`config.mk`:
```
export PLATFORM = sky130hd
export DESIGN_NAME = target_tracker
export DESIGN_NICKNAME = d
export VERILOG_FILES = /design/src/rtl/target_tracker_pkg.sv /design/src/rtl/target_zone_accum.sv /design/src/rtl/target_tracker.sv
export SDC_FILE = /design/constraint.sdc
export NUM_CORES = 1
export LEC_CHECK = 0
export ABC_CLOCK_PERIOD_IN_PS = 8600
export CELL_PAD_IN_SITES_DETAIL_PLACEMENT = 0
export CELL_PAD_IN_SITES_GLOBAL_PLACEMENT = 1
export CORE_MARGIN = 5
export CORE_UTILIZATION = 50
export CTS_BUF_LIST = sky130_fd_sc_hd__clkbuf_4
export DETAILED_ROUTE_END_ITERATION = 7
export PLACE_DENSITY_LB_ADDON = 0.1
export SYNTH_ARGS = -nofsm -noshare
export SYNTH_HDL_FRONTEND = slang
export SYNTH_HIERARCHICAL = 1
export SYNTH_SLANG_ARGS = --single-unit
```
`constraint.sdc`:
```
create_clock -name clk -period 8.6 [get_ports clk]
set_input_delay 1.72 -clock clk [delete_from_list [all_inputs] [get_ports clk]]
set_output_delay 1.72 -clock clk [all_outputs]
set_load 0.01 [all_outputs]
```
`src/rtl/target_tracker_pkg.sv`:
```
// target_tracker_pkg: shared types and width helpers for the colour-target
// tracker.
//   state_t      - frame-processing FSM state (ACCUM, EVAL, PUBLISH)
//   count_width  - bits needed to hold a whole frame's worth of hits
//   index_width  - bits needed to index n items, never less than 1
package target_tracker_pkg;

    typedef enum logic [1:0] {
        ACCUM   = 2'd0,
        EVAL    = 2'd1,
        PUBLISH = 2'd2
    } state_t;

    function automatic int count_width(input int h_active, input int v_active);
        return $clog2(h_active * v_active + 1);
    endfunction

    function automatic int index_width(input int n);
        return (n > 1) ? $clog2(n) : 1;
    endfunction

endpackage

```
`src/rtl/target_zone_accum.sv`:
```
// target_zone_accum: per-class bank of N_ZONES saturating hit counters.
// Ports:
//   clk    - pixel clock
//   reset  - synchronous, active-high
//   clear  - synchronous clear of every zone counter (end of publish)
//   inc    - count one hit in the selected zone this cycle
//   zone   - zone index of the current pixel
//   zcnt   - current counter values, zone 0 in the low slice
module target_zone_accum #(
    parameter int N_ZONES = 3,
    parameter int COUNT_W = 17,
    parameter int ZONE_W  = 2
) (
    input  logic                              clk,
    input  logic                              reset,
    input  logic                              clear,
    input  logic                              inc,
    input  logic [ZONE_W-1:0]                 zone,
    output logic [N_ZONES-1:0][COUNT_W-1:0]   zcnt
);

    // NOTE: these are a handful of flops, not a RAM, so they take the reset
    // directly; a true memory array would be cleared by logic instead.
    always_ff @(posedge clk) begin
        if (reset || clear) begin
            zcnt <= '0;
        end else if (inc) begin
            for (int z = 0; z < N_ZONES; z++) begin
                if (zone == ZONE_W'(z) && zcnt[z] != '1) begin
                    zcnt[z] <= zcnt[z] + 1'b1;
                end
            end
        end
    end

endmodule

```
`src/rtl/target_tracker.sv`:
```
// target_tracker: multi-class colour-target tracker on the VGA pixel clock.
// Accumulates per-class hits in N_ZONES vertical zones, then at each frame end
// evaluates every class (saturating total, argmax zone) through one shared
// unit and publishes debounced results.
// Ports:
//   clk         - pixel clock
//   reset       - synchronous, active-high
//   pix_valid   - active pixel this cycle, raster order
//   class_hit   - per-class hit flags for the current pixel
//   vsync       - active-low vsync level; falling edge closes the frame
//   detected    - debounced detect flag per class
//   direction   - argmax zone per class, class 0 in the LSBs
//   count       - last frame's total hits per class, class 0 in the LSBs
//   frame_valid - one-cycle pulse when the outputs update
module target_tracker
    import target_tracker_pkg::*;
#(
    parameter int H_ACTIVE    = 320,
    parameter int V_ACTIVE    = 240,
    parameter int N_CLASSES   = 2,
    parameter int N_ZONES     = 3,
    parameter int THRESH      = 64,
    parameter int HYST_FRAMES = 2,
    localparam int COUNT_W    = count_width(H_ACTIVE, V_ACTIVE),
    localparam int ZONE_W     = index_width(N_ZONES)
) (
    input  logic                          clk,
    input  logic                          reset,
    input  logic                          pix_valid,
    input  logic [N_CLASSES-1:0]          class_hit,
    input  logic                          vsync,
    output logic [N_CLASSES-1:0]          detected,
    output logic [N_CLASSES*ZONE_W-1:0]   direction,
    output logic [N_CLASSES*COUNT_W-1:0]  count,
    output logic                          frame_valid
);

    localparam int ZW    = H_ACTIVE / N_ZONES;
    localparam int X_W   = index_width(H_ACTIVE);
    localparam int E_W   = index_width(N_CLASSES);
    localparam int RUN_W = index_width(HYST_FRAMES + 1);
    localparam logic [COUNT_W-1:0] THRESH_C = COUNT_W'(THRESH);

    state_t                              state;
    logic [E_W-1:0]                      eval_idx;
    logic                                vsync_q;
    logic                                frame_end;
    logic [X_W-1:0]                      x;
    logic [ZONE_W-1:0]                   zone;
    logic [N_CLASSES-1:0]                inc;
    logic                                zclear;
    logic [N_ZONES-1:0][COUNT_W-1:0]     zcnt [N_CLASSES];

    logic [N_ZONES-1:0][COUNT_W-1:0]     sel;
    logic [COUNT_W:0]                    sum_ext;
    logic [COUNT_W-1:0]                  best;
    logic [COUNT_W-1:0]                  unit_total;
    logic [ZONE_W-1:0]                   unit_arg;

    logic [N_CLASSES-1:0][COUNT_W-1:0]   sh_total, tot_next, count_r;
    logic [N_CLASSES-1:0][ZONE_W-1:0]    sh_arg, arg_next, dir_r, dir_next;
    logic [N_CLASSES-1:0][RUN_W-1:0]     run_r, run_next;
    logic [N_CLASSES-1:0]                det_r, det_next, hit_frame;

    // Frame end: vsync seen high last cycle and low now. vsync_q resets low so
    // a vsync already low at reset release cannot fake an edge.
    always_ff @(posedge clk) begin
        if (reset) vsync_q <= 1'b0;
        else       vsync_q <= vsync;
    end
    assign frame_end = vsync_q & ~vsync;

    // Column counter advances only while accumulating, so pixels dropped in
    // EVAL/PUBLISH do not skew the next frame's zone positions.
    always_ff @(posedge clk) begin
        if (reset || frame_end) begin
            x <= '0;
        end else if (pix_valid && state == ACCUM) begin
            x <= (x == X_W'(H_ACTIVE - 1)) ? '0 : x + 1'b1;
        end
    end

    // Highest zone whose start column is reached; the last zone absorbs the
    // remainder columns automatically.
    // NOTE: every always_comb output gets a default first so no path leaves it
    // unassigned, which would otherwise infer a latch.
    always_comb begin
        zone = '0;
        for (int z = 1; z < N_ZONES; z++) begin
            if (x >= X_W'(z * ZW)) zone = ZONE_W'(z);
        end
    end

    assign inc    = (state == ACCUM && pix_valid) ? class_hit : '0;
    assign zclear = (state == PUBLISH);

    for (genvar c = 0; c < N_CLASSES; c++) begin : g_class
        target_zone_accum #(
            .N_ZONES (N_ZONES),
            .COUNT_W (COUNT_W),
            .ZONE_W  (ZONE_W)
        ) u_accum (
            .clk   (clk),
            .reset (reset),
            .clear (zclear),
            .inc   (inc[c]),
            .zone  (zone),
            .zcnt  (zcnt[c])
        );
    end

    // Shared evaluation unit for class eval_idx: saturating total and argmax
    // (strict compare, so ties keep the lower zone).
    // NOTE: blocking assignments here chain the partial sum through the loop
    // within one evaluation; sequential state below uses non-blocking only.
    always_comb begin
        sel        = zcnt[eval_idx];
        sum_ext    = '0;
        unit_total = '0;
        unit_arg   = '0;
        best       = sel[0];
        for (int z = 0; z < N_ZONES; z++) begin
            sum_ext    = {1'b0, unit_total} + {1'b0, sel[z]};
            unit_total = sum_ext[COUNT_W] ? '1 : sum_ext[COUNT_W-1:0];
        end
        for (int z = 1; z < N_ZONES; z++) begin
            if (sel[z] > best) begin
                best     = sel[z];
                unit_arg = ZONE_W'(z);
            end
        end
    end

    // Shadow contents after this EVAL cycle, plus the hysteresis decision made
    // from them; the latter is only committed on the last EVAL cycle so all
    // classes publish together on the edge that raises frame_valid.
    always_comb begin
        tot_next           = sh_total;
        arg_next           = sh_arg;
        tot_next[eval_idx] = unit_total;
        arg_next[eval_idx] = unit_arg;
        hit_frame          = '0;
        dir_next           = dir_r;
        det_next           = det_r;
        run_next           = run_r;
        for (int c = 0; c < N_CLASSES; c++) begin
            hit_frame[c] = (tot_next[c] >= THRESH_C);
            if (hit_frame[c]) dir_next[c] = arg_next[c];
            if (hit_frame[c] != det_r[c]) begin
                if (run_r[c] == RUN_W'(HYST_FRAMES - 1)) begin
                    det_next[c] = ~det_r[c];
                    run_next[c] = '0;
                end else begin
                    run_next[c] = run_r[c] + 1'b1;
                end
            end else begin
                run_next[c] = '0;
            end
        end
    end

    always_ff @(posedge clk) begin
        if (reset) begin
            state    <= ACCUM;
            eval_idx <= '0;
            sh_total <= '0;
            sh_arg   <= '0;
            count_r  <= '0;
            dir_r    <= '0;
            det_r    <= '0;
            run_r    <= '0;
        end else begin
            case (state)
                ACCUM: begin
                    if (frame_end) begin
                        state    <= EVAL;
                        eval_idx <= '0;
                    end
                end
                EVAL: begin
                    sh_total <= tot_next;
                    sh_arg   <= arg_next;
                    if (eval_idx == E_W'(N_CLASSES - 1)) begin
                        state   <= PUBLISH;
                        count_r <= tot_next;
                        dir_r   <= dir_next;
                        det_r   <= det_next;
                        run_r   <= run_next;
                    end else begin
                        eval_idx <= eval_idx + 1'b1;
                    end
                end
                PUBLISH: state <= ACCUM;
                default: state <= ACCUM;
            endcase
        end
    end

    assign count       = count_r;
    assign direction   = dir_r;
    assign detected    = det_r;
    assign frame_valid = (state == PUBLISH);

endmodule

```
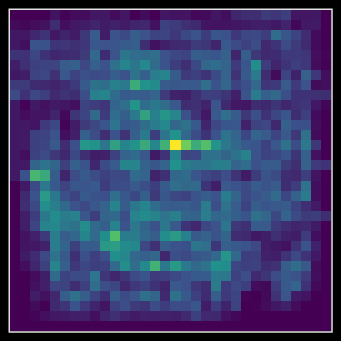
*Routed metal per tile, run 1*
(2 px per um) 32 x 32 tiles, from dark purple (low) to yellow (high), scaled to the fullest tile. Values are wire area over tile area, all layers added.
fullest tile: 0.84
tiles over half the peak: 2.7%
emptiest ninth of the die: bottom right
mean over tiles: 0.18

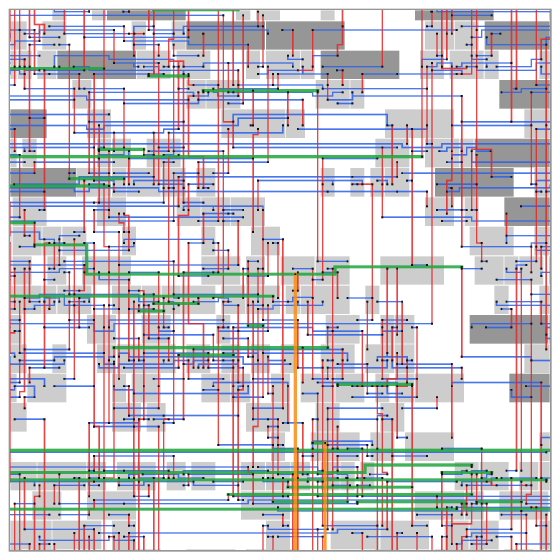
*A small window of the routed layout, run 1*
Region (55, 87) to (105, 137) um. Cells in grey, sequential cells in the stronger grey; small squares are vias.
legend:
  blue:
    layer: met1
  orange:
    layer: met4
  green:
    layer: met3
  red:
    layer: met2
netlist names of flops here include: sh_total (9), g_class.u_accum/zcnt (2)
cells with their middle in the window: 164
sequential cells in the window: 12
most frequent: a21oi_1 (20), nor2_1 (18), ha_1 (13)

==> notes.org, run 1 <==
#+TITLE: Physical design notes

** Outcome
- Outcome :: finished, final reports clean

** Power and ir drop
- Static Leakage :: 4.695 nW
- Worst voltage drop across the vdd grid :: 0.07577 mV
- Cell Int Power :: 0.001055 W
- Net Sw Power :: 0.0004102 W
- P_seq :: 0.000898 W
- Power, Total :: approximately 0.0015 W
- Power Dens Cells :: roughly 120 nW/um2

** STA
- Final hold analysis gives a worst-case slack of 0.4658 ns.
- Headroom to the max-slew limit :: 0.2434
- Setup slack on the critical path of the routed design comes to between 2 and 2.5 ns.
- Hold violation total from the final report :: 0
- Slew at the pin with the worst max-slew slack :: 1.135 ns
- Post-route clock period utilization :: 0.7365

** Clock tree
- Skew-Pair Late Insertion Delay :: between 0.5 and 0.6 ns
- In the CTS report, the clock slew at the register clock pins of the worst setup and hold paths is listed as approximately 0.17 ns.
- The clock tree synthesis step divided the H-tree into 4 levels.
- CTS root buffer :: clkbuf_4
- Longest Clk Path Bufs :: 2

** Global routing
- The number of antenna violations at the first check in global routing came to 1.
- For this run, the total global-route usage over all layers was measured as 0.2223.
- Wire length of the first global-routing pass :: 47.00 mm
- Per the GRT congestion report, total overflow comes to 0.

** Routing
- DRC :: 0
- Per the detail_route report, the via count comes to 9591.
- First DRT Iteration DRCs :: 515
- DRT Pass-1 Iters :: 5
- Total wire length :: 28.99 mm

** Hold path
- In the hold timing report, the worst path depth is 2.
- The startpoint identified for the worst hold timing path is count[0].
- End point of the worst hold path :: count[0]

** Logic synthesis
- YS chip area :: 11350 um2
- Of the total synthesized cell area, the portion taken by full adders, half adders and majority gates is 0.09395.
- Portion of the post-synthesis area used by sequential elements :: 0.3334
- In this run, the synthesized area fraction spent on xor and xnor cells is recorded as 0.07244.
- Before any placement, the netlist area is recorded as between 10000 and 15000 um2.
- Summed over all instances, the cell type with the most area after synthesis is dfxtp_1.
- The cell-mix breakdown from Yosys lists the simple-gate area share as 0.2365.
- Counting every net in the synthesized netlist gives 1418.
- Synth cell types :: 83
- Per the post-synthesis report, the number of cells in the design is 1328.
- Largest family of logic cells by area :: simple AND/OR/NAND/NOR gates
- Ranked by instance count, the synthesized netlist is headed by dfxtp_1, nor2_1, nand2_1.

** Critical path
- Crit path launch :: eval_idx
- Crit end category :: register
- Looking at the critical path, the highest net fanout was 36.
- Arr. time, crit path :: 6.82 ns
- The OpenROAD report gives the critical path a required time of 9.09 ns.
- In this run the register-to-register setup slack is around 2.3 ns.
- The worst register-to-register path ends at direction[2].

** Placement
- Count of placed standard cells including taps :: 1613
- Number of I/O port buffers :: 46

** Die
- The die is 160.6 um tall.
- Die extent in x :: 160.6 um
- After floorplanning, the core was divided into 55 placement rows.
- Core box area :: 22500 um2

** Layout
- Most frequent cells in the layout :: dfxtp_1, nor2_1, nand2_1
- Non-clock inverters in the final layout number 41.
- According to the cell report, the number of logic gates is 1043.
- Proportion of final cell area spent on non-clock buffers :: 0.04262
- Max reg flops :: 102
- Fin nets :: 1437
- Per the final layout report, the fraction of cells sized above drive strength 1 comes to 0.09345.
- Multi-input logic gates represent a cell area share of 0.5861.
- Antenna diodes :: 1
- The area taken by multi-input combinational cells is reported as 7192 um2.
- By instance count after routing, the leading logic cell type is dfxtp_1.
- Largest contributor to cell area by class :: logic gates
- Count of clock-net buffers in the final layout :: 18

** Job
- Across all stage logs, warnings added up to 44.
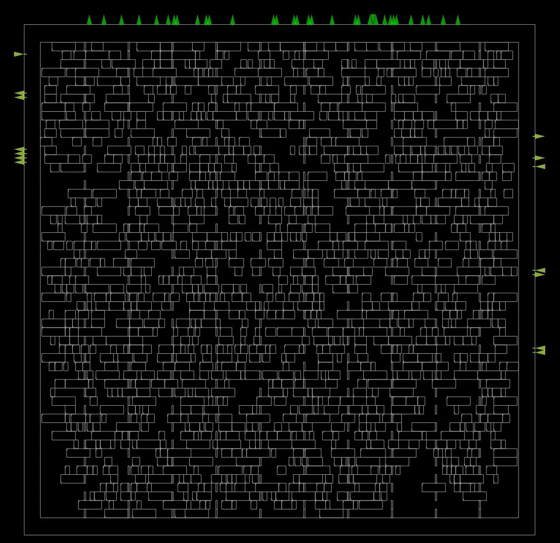
*Cell placement, run 1*
tap cell instance count: 285
sequential cell count of the final layout: 189
register fraction of the total cell area: 0.3084
filler-free cell count of the finished design: 1645
Final Util: 0.5453

run 1: critical path: stages, from the launching register on:
cell and delay (ns):
dfxtp_2 0.90, mux2_2 0.47, ha_1 0.31, nand2b_1 0.10, a21oi_1 0.08, o21ba_1 0.18, o21bai_1 0.24, a211oi_1 0.14
o31ai_1 0.38, nor2_1 0.07, o21ba_2 0.31, or3_1 0.38, ha_1 0.36, a21oi_1 0.20, o21ai_0 0.11, a221oi_1 0.51
o21a_1 0.43, o2111ai_1 0.19, and4bb_4 0.37, nand3_4 0.13, a21bo_1 0.22, a21oi_1 0.13
run 1: metal layers:
layer  global-route usage  part of all wire
met2               0.3528              0.45
met3              0.04311             0.048
met5                    0                 0
met1               0.3179              0.49
met4              0.04106            0.0096
### PDN straps and rails, run 1

(3 px per um) Pins as bars on the die edge.
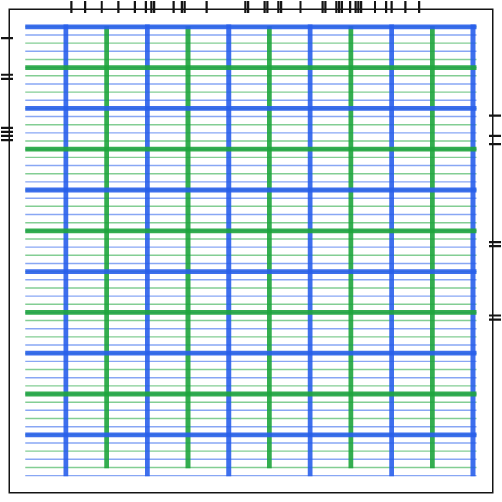

## Run 2: what changed since run 1
- ABC_CLOCK_PERIOD_IN_PS: 8600 -> 5290
- CORE_UTILIZATION: 50 -> 44
- clock period: 8.6 -> 5.29 ns (I/O delays scaled with it)
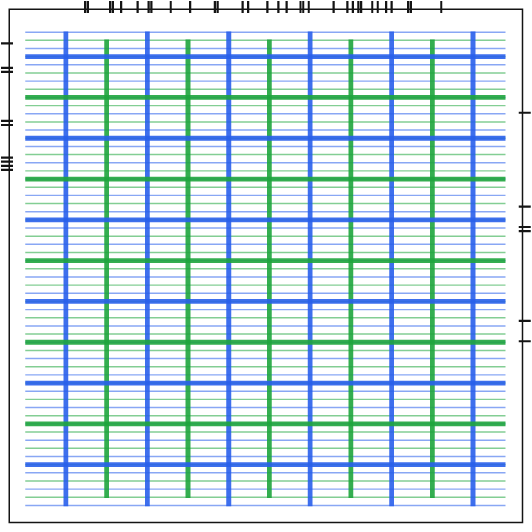
*PDN straps and rails, run 2*
(3 px per um) Pins as bars on the die edge.
legend:
  green:
    net: VDD
  blue:
    net: VSS
rows: 58
met4 straps: 11

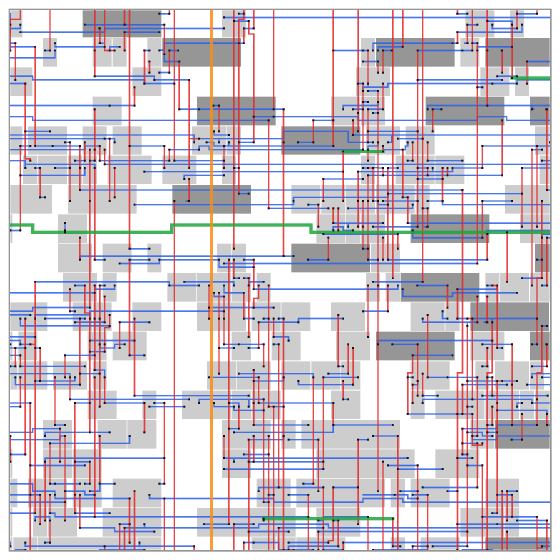
*A small window of the routed layout, run 2*
Region (60, 94) to (110, 144) um. Cells in grey, sequential cells in the stronger grey; small squares are vias.
legend:
  green:
    layer: met3
  orange:
    layer: met4
  blue:
    layer: met1
  red:
    layer: met2
netlist names of flops here include: sh_total (5), g_class.u_accum/zcnt (4), count (2)
cells with their middle in the window: 147
sequential cells in the window: 14
most frequent: nor2_1 (25), buf_4 (21), dfxtp_1 (14)

==> run 2 against run 1 <==
Net effect: non-clock buffer count up 152; core utilization rose by 0.91 points; maximum frequency is 22% higher; wire length is 11% higher; critical path depth increased by 4; die area up 13%; clock skew rose by 0.0041 ns; clock power is 86% higher; worst hold slack worse by 0.015 ns.
==> notes.org, run 2 <==
#+TITLE: Physical design notes

** Layout
- Fin nets :: 1589 (+11%)
- Non-clock buffers in the final layout number just over 200.
- By area, the class that comes first in the final layout consists of logic gates.
- The multi-input logic portion of the cell area came to 0.5450 (-0.04101).
- Clock buffer and inverter area fraction after layout :: 0.02198
- The flip-flop count of the largest register, all copies and words added is 102 (unchanged).
- Area delta synth->final :: 23.39%
- Final Util :: 0.5544 (+0.009057)
- The diode insertion count for antenna repair was 1 (unchanged).
- The ratio of cells with drive above 1 in the final layout is 0.2237 (+0.1302).
- The number of non-clock inverters in the layout was 41 (unchanged).
- Register fraction of the total cell area :: 0.2705 (-0.03791)
- Total of fill cells in the finished design :: ~2400
- Combinational gate count :: 1043 (unchanged)
- Area of all sequential standard cells :: around 3800 um2
- Filler-free cell count of the finished design :: 1842 (+12%)
- Count of clock-net buffers in the final layout :: 17 (-1)
- Combined area of the multi-input logic cells :: 7631 um2 (+6.1%)
- Sequential cell count of the final layout :: 189 (unchanged)
- Register with the highest flop count :: g_class.u_accum/zcnt
- Most numerous logic cell after layout :: dfxtp_1
- Final Instance Area :: ~14000 um2
- The non-clock buffer contribution to total cell area came to 0.1216 (+0.07901).
- Most frequent cells in the layout :: dfxtp_1, buf_4, nor2_1

** STA
- For this run, the top clock speed supported by timing is 193.4 MHz.
- The hold violation count in the final report was 0 (unchanged).
- In the final report, the number of endpoints failing setup comes to 0.
- Worst hold slack :: 0.4504 ns (-0.01544 ns)
- Final number of max-transition violations :: 0
- The worst slew margin relative to its limit is 0.2943 (+0.05093).
- The clock period could shrink to 5.171 ns.
- Setup repair after global routing could not meet its margin everywhere.
- Post-route clock period utilization :: 0.9776 (+0.2411)
- On the final layout, the worst clock skew is 0.03712 ns.
- The setup slack of the critical path after layout was 0.1185 ns (-2.147 ns).
- Slew at the pin with the worst max-slew slack :: 1.058 ns (-0.07639 ns)
- For the final routed database, the setup TNS stands at 0 ns.

** Power and ir drop
- P_seq :: 0.00145 W (+61%)
- Power, Total :: 0.002515 W (+72%)
- The power density of the placed cells came to 179.7 nW/um2 (+50%).
- Sw frac :: 0.2900
- Cell Int Power :: 0.001786 W (+69%)
- The leakage dissipation is 5.480 nW (+17%).
- The share of total power dissipated in combinational logic is 0.078.
- Clock net power :: 0.000865 W
- Top power consumer group :: registers
- Of the total power, the clock network draws 0.344.
- Net Sw Power :: 0.0007294 W (+78%)
- Worst voltage drop across the vdd grid :: 0.1404 mV (+85%)
- The power report attributes to the sequential group a share of 0.578.

** Logic synthesis
- Warnings, synthesis :: 6
- Top cell area share :: 0.3334
- The synthesized design spends more area on one cell type than any other, namely dfxtp_1.
- dfxtp_1 is the most common cell in the netlist.
- Portion of the post-synthesis area used by sequential elements :: 0.3334 (unchanged)
- Commonest cells in the netlist :: dfxtp_1, nor2_1, nand2_1
- The synthesized design contains 0 enable-type register cells.
- The post-synthesis net count is 1418 (unchanged).
- Averaged over all synthesized cells, the footprint is roughly 8.5 um2.
- Post-synthesis instance total :: 1328 (unchanged)
- Total cells reported by yosys after synthesis :: 1328
- The cell area after synthesis was 11350 um2 (unchanged).
- Counting flops with an async set or reset pin after synthesis yields a share of 0.
- Looking at the cell usage after synthesis, the top flip-flop cell is dfxtp_1.
- The count of unique library cells instantiated by Yosys is 83 (unchanged).
- The synthesis stat section lists a flop and latch total of approximately 190.
- The chip area in the Yosys report was 11350 um2 (unchanged).

** Critical path
- The data arrival at the endpoint of the critical path came to 5.66 ns (-1.16 ns).
- Looking at the setup timing report, the critical path kind is reg2reg.
- Number of cells on the worst reg-to-reg path :: 25
- Required time at the endpoint of the critical path :: 5.78 ns (-3.31 ns)
- Crit start category :: register
- The worst register-to-register path ends at run_r[2].
- Crit path buf inv count :: 5 (+5)
- Largest fanout on the critical path :: 7 (-81%)
- Kind of cell adding the most delay to the critical path :: AND-OR/OR-AND gates
- The worst-case register-to-register setup slack is 0.12 ns (-2.15 ns).
- Cell type of the slowest stage on the worst timing path :: or3b_4
- The maximum cell stage delay along the critical path was 0.41 ns (-0.49 ns).
- Capturing instance or port of the critical path :: run_r[2]
- R2r startpoint :: eval_idx
- Crit path launch :: eval_idx
- The worst setup path is captured at a register.
- The critical path depth was 25 (+19%).

** Clock tree
- The clock edge transition at the registers on the reported setup and hold paths is 0.19 ns (+0.02 ns).
- Count of hold buffers inserted by post-cts repair :: 0
- Longest Clk Path Bufs :: 2 (unchanged)
- The clock network latency to the later pin of the worst-skew pair is 0.60 ns (+0.02 ns).
- The number of levels in the clock H-tree was 4 (unchanged).
- Gates resized, CTS repair :: 11
- TritonCTS created 17 clock buffers.
- In this run the clock root is driven by a clkbuf_4.
- Clock tree synthesis found a total of 189 sinks.
- Post-CTS setup buffers :: 4
- Clock tree from TritonCTS :: yes

** Routing
- DRC :: 0 (unchanged)
- The detail route stage leaves a number of antenna-violating nets equal to 0.
- The iteration tally of the first detailed-router pass was 6 (+1).
- The violation count after the first detailed-routing iteration was 642 (+25%).
- The met3 layer wire length in the routed design was 1.218 mm (-13%).
- The met2 wire length was 14.47 mm (+10%).
- Max layer used :: met4
- The total routed wire length on the met1 layer is 16.17 mm (+14%).
- Number of vias per cell :: 5.512

** Placement
- Number of I/O port buffers :: 46 (unchanged)
- Placed Area :: 13140 um2
- The number of placed cells counting well taps was 1797 (+11%).
- Final weighted congestion in routability-driven placement :: 0.8904
- Setup slack on the worst path after placement came out at -0.1824 ns.
- DP Wirelength :: 24.26 mm

** Die
- The chip height was 170.6 um (+6.2%).
- The tap cell count was 330 (+16%).
- Die area :: 29100 um2
- For this configuration, the core starts out at a cell density of 0.4493.
- Core box area :: 25250 um2 (+12%)
- Cell row count :: 58 (+5.5%)
- Die extent in x :: 170.6 um (+6.2%)

** Hold path
- The tightest min-delay check is of the reg2reg type.
- End point of the worst hold path :: count[2]
- For the worst min-delay path, the startpoint reported by OpenROAD is sh_total[2].
- WHS Path Cells :: 2 (unchanged)

** Global routing
- The number of global-route vias before repair was 9625.
- Met2 usage :: 0.3439 (-0.008961)
- The wire length of the first global-routing pass is 50.88 mm (+8.3%).
- Number of antenna violations at the first check in global routing :: 1 (unchanged)
- Met3 track demand over resource in global routing :: 0.03835 (-0.004755)
- Layer carrying the most global-route usage :: met2
- Met1 Resource Use GR :: 0.3159 (-0.002003)
- Total overflow reported by the global router :: 0 (unchanged)

** Job
- The count of tool warnings came to 45 (+2.3%).
- The number of maximum-capacitance violations recorded for the run is 0.

** Outcome
- Outcome :: finished, final reports clean
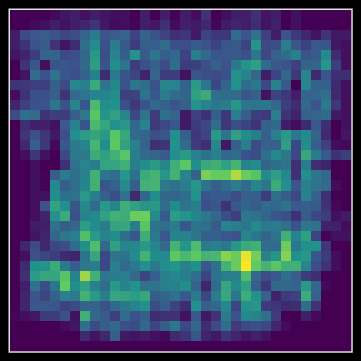
*Routed metal per tile, run 2*
(2 px per um) 34 x 34 tiles, from dark purple (low) to yellow (high), scaled to the fullest tile. Values are wire area over tile area, all layers added.
GRT Overall Usage: 0.2179
detail-routed net length per standard cell: 17.49 um
total wire length: 32.21 mm
total via count in the routed design: 10153

-- run 2: cells by family (layout without fill, tap and decap cells) --
| kind of cell | Yosys count | count (layout) | share of synthesized area |
|---|---|---|---|
| AND/OR/NAND/NOR | 516 | 516 | 0.2365 |
| AND-OR/OR-AND | 272 | 272 | 0.1556 |
| flip-flops | 189 | 189 | 0.3334 |
| buffers and inverters | 96 | 279 | 0.03363 |
| XOR/XNOR | 93 | 93 | 0.07244 |
| adder cells (fa/ha/maj) | 84 | 84 | 0.09395 |
| multiplexers | 78 | 78 | 0.07443 |
| other | 0 | 1 | 0 |
-- run 2: worst min-delay path: cells and delay by family (launching register included) --
family / cells / cell delay [ns]
simple gates: 1 / 0.05
compound gates: 1 / 0.05
flops: 1 / 0.34
Power figures rest on the tool's default switching activity, not on a simulated workload.
